placed.png
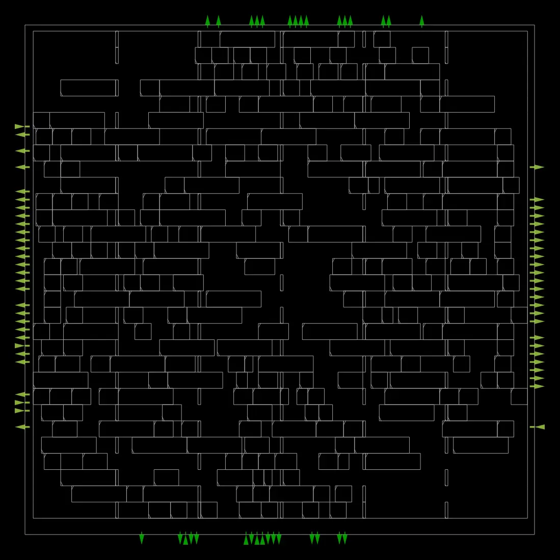
ff_map.png
Bar = 20 um. Other sequential cells in the stronger gray, the rest of the logic in the fainter gray.
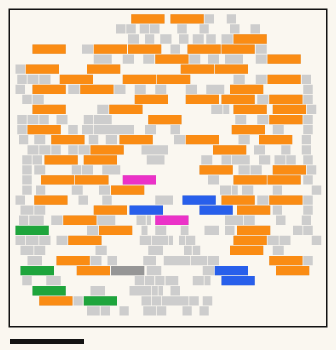
m3.png
Bar = 20 um.
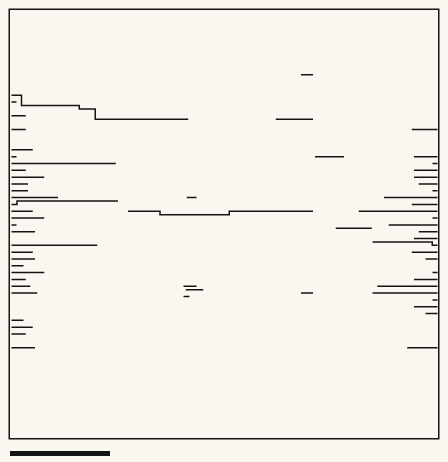
class_map.png
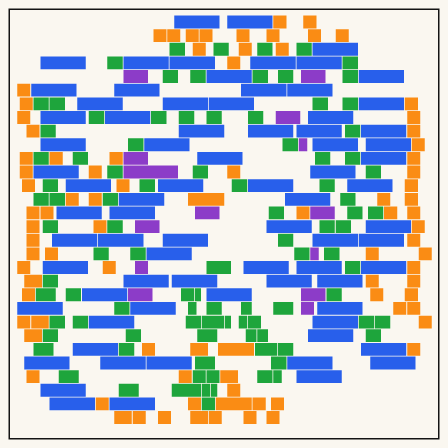
File: src/rtl/reg_nibble_loader_pkg.sv
// Shared definitions for the nibble loader, the N-bit register and its reader.
package reg_nibble_loader_pkg;

  // Width of one nibble on the input path
  localparam int unsigned NibW = 4;

  // Loader states; encoding is shared with the register and its reader
  typedef enum logic [1:0] {
    StIdle = 2'd0,
    StFill = 2'd1,
    StHold = 2'd2
  } state_e;

endpackage

File: src/rtl/reg_nibble_loader.sv
// Collects 4-bit nibbles MSB-first into an N-bit word, then offers the word on a valid/ready
// handshake. word_load is the single-cycle enable pulse for the downstream register.
module reg_nibble_loader
  import reg_nibble_loader_pkg::*;
#(
  parameter int unsigned N   = 64,
  localparam int unsigned NIB = N / NibW,
  localparam int unsigned CW  = $clog2(NIB + 1)
) (
  input  logic            CLK,
  input  logic            RN,
  input  logic            clr,
  input  logic [NibW-1:0] nib_in,
  input  logic            nib_valid,
  output logic            nib_ready,
  output logic [N-1:0]    word_out,
  output logic            word_valid,
  input  logic            word_ready,
  output logic            word_load,
  output logic [CW-1:0]   nib_cnt,
  output logic [NibW-1:0] last_nib
);

  state_e          r_state, w_state_d;
  logic [N-1:0]    r_word, w_word_d;
  logic [CW-1:0]   r_cnt, w_cnt_d;
  logic [NibW-1:0] r_last, w_last_d;
  logic            r_nib_ready, w_nib_ready_d;
  logic            w_accept;
  logic            w_last_accept;

  assign w_accept      = nib_valid & r_nib_ready;
  assign w_last_accept = (r_cnt == CW'(NIB - 1));

  // Next-state, datapath updates and handshake outputs; clr overrides accept and handshake
  always_comb begin
    w_state_d = r_state;
    w_word_d  = r_word;
    w_cnt_d   = r_cnt;
    w_last_d  = r_last;
    word_load = 1'b0;
    if (clr) begin
      w_state_d = StIdle;
      w_word_d  = '0;
      w_cnt_d   = '0;
    end else if (w_accept) begin
      w_word_d  = {r_word[N-NibW-1:0], nib_in};
      w_last_d  = nib_in;
      w_cnt_d   = r_cnt + CW'(1);
      w_state_d = w_last_accept ? StHold : StFill;
    end else if (r_state == StHold && word_ready) begin
      word_load = 1'b1;
      w_state_d = StIdle;
      w_cnt_d   = '0;
    end
    // Ready is registered, so it follows the state we are about to enter
    w_nib_ready_d = (w_state_d != StHold);
  end

  // State and datapath registers with asynchronous active-low reset
  always_ff @(posedge CLK or negedge RN) begin
    if (!RN) begin
      r_state     <= StIdle;
      r_word      <= '0;
      r_cnt       <= '0;
      r_last      <= '0;
      r_nib_ready <= 1'b0;
    end else begin
      r_state     <= w_state_d;
      r_word      <= w_word_d;
      r_cnt       <= w_cnt_d;
      r_last      <= w_last_d;
      r_nib_ready <= w_nib_ready_d;
    end
  end

  assign nib_ready  = r_nib_ready;
  assign word_out   = r_word;
  assign word_valid = (r_state == StHold);
  assign nib_cnt    = r_cnt;
  assign last_nib   = r_last;

endmodule
File: config.mk
export PLATFORM = sky130hd
export DESIGN_NAME = reg_nibble_loader
export DESIGN_NICKNAME = d
export VERILOG_FILES = /design/src/rtl/reg_nibble_loader_pkg.sv /design/src/rtl/reg_nibble_loader.sv
export SDC_FILE = /design/constraint.sdc
export NUM_CORES = 1
export LEC_CHECK = 0
export ABC_CLOCK_PERIOD_IN_PS = 2490
export CAP_MARGIN = 0
export CORE_MARGIN = 1
export CORE_UTILIZATION = 40
export CTS_BUF_LIST = sky130_fd_sc_hd__clkbuf_8
export CTS_CLUSTER_DIAMETER = 50
export DETAILED_ROUTE_END_ITERATION = 10
export MAX_ROUTING_LAYER = met4
export PLACE_DENSITY = 0.7
export SYNTH_ARGS = -nofsm -noshare
export SYNTH_HDL_FRONTEND = slang
export SYNTH_SLANG_ARGS = --single-unit
export TNS_END_PERCENT = 10
File: constraint.sdc
create_clock -name CLK -period 2.49 [get_ports CLK]
set_input_delay 0.498 -clock CLK [delete_from_list [all_inputs] [get_ports CLK]]
set_output_delay 0.498 -clock CLK [all_outputs]
set_load 0.1 [all_outputs]
==> Changelog: implementation <==
## Implementation

* Met3 Usage GRT at 0.0447
* Sw Pwr at 0.664 mW
* Total CTS buffers at 9
* Met1 usage in global routing at 0.244
* Most frequent cells in the layout: buf_4 (77), dfrtp_1 (76), a22o_1 (67), clkbuf_8 (9), clkdlybuf4s50_1 (7)
* Syn Area/Cell at 15.0 um2
* Max Slew Vio Count at 0
* Worst slew pin tran at between 600 and 700 ps
* N_taps at 80
* Final instance area at 0.00371 mm2
* Non-clock buffer share at 0.191
* Final WL at 5880 um
* Status: finished clean
* Multiplexer share at 0.0203
* Adder-cell share of the synthesized area at 0.00900
* Fp util at 0.411
* Total Routing Usage GR at 0.174
* Final nets at ~280
* Yosys cell count at 185
* Logic pwr share at 0.121
* Place WS at ~370 ps
* Die ar. at 0.00728 mm2
* Global-route wire length before repair at 9500 um
* Worst min path class: input pin to async pin
* Combinational share of cell area at 0.221
* Top Usage Layer GRT: met1
* Vias in the first global route at 1825
* Placed insts at 338
* Startpoint types: input pin
* TNS Setup at 0 ps
* Mi-comb count at roughly 94
* Clk_lat worst skew at 340 ps
* Crit share post-route at 0.847
* Via count at 1917
* Post-layout min period at 2110 ps
* Plain + repair buffers at between 80 and 90
* Syn_nets at 196
* Top class by area: registers
* WL/cell at 16.7 um
* Cell Type Count at 22
* Syn Std Cell Area at roughly 0.0028 mm2
* Xor/xnor share at 0.00315
* Fin worst setup slack at 381 ps
* DRC at 0
* Gp weighted congestion at 0.738
Notes on placed.png above:
Post-Route Utilization: 0.550
Seq cells: 76
post-route insts no fill: 352
sequential portion of the cell area: 0.512

Notes on ff_map.png above:
green -> last_nib  # placed flops 4, where lower left
orange -> word_out  # placed flops 64, where spread over the die
magenta -> r_state  # placed flops 2
blue -> nib_cnt  # placed flops 5

Notes on m3.png above:
nets with wire on the layer = 60
wire length on this layer = 392 um

Notes on class_map.png above:
green -> remaining logic cells  # cells 95
blue -> sequential cells  # cells 76
purple -> clock drivers and dummy loads  # cells 14
orange -> remaining buffers and delay cells  # cells 87

## critical path, delay by kind of cell
kind | cells | cell delay (ps)
and+or+nand+nor | 1 | 220
buffers and inverters | 2 | 690
AOI/OAI and AO/OA | 1 | 200
## power groups by stage
stage                     logic [mW]  registers (mW)  clock network [mW]
after global routing           0.309            1.27               0.949
after floorplan               0.0605            1.44                   0
after CTS                      0.298            1.27               0.892
after detailed placement       0.298            1.29                   0
after global placement         0.296            1.29                   0
final                          0.295            1.27               0.866
## per-layer routing
layer / up-vias / wire [um]
li1: 872 / -
met1: 968 / 2860
met2: 71 / 2560
met3: 6 / 391
met4: 0 / 59
met5: - / 0
## registers in the layout (all words and copies together) (netlist names)
signal,cells
nib_ready,1
nib_cnt,5
last_nib,4
r_state,2
word_out,64
Power figures rest on the tool's default switching activity, not on a simulated workload.
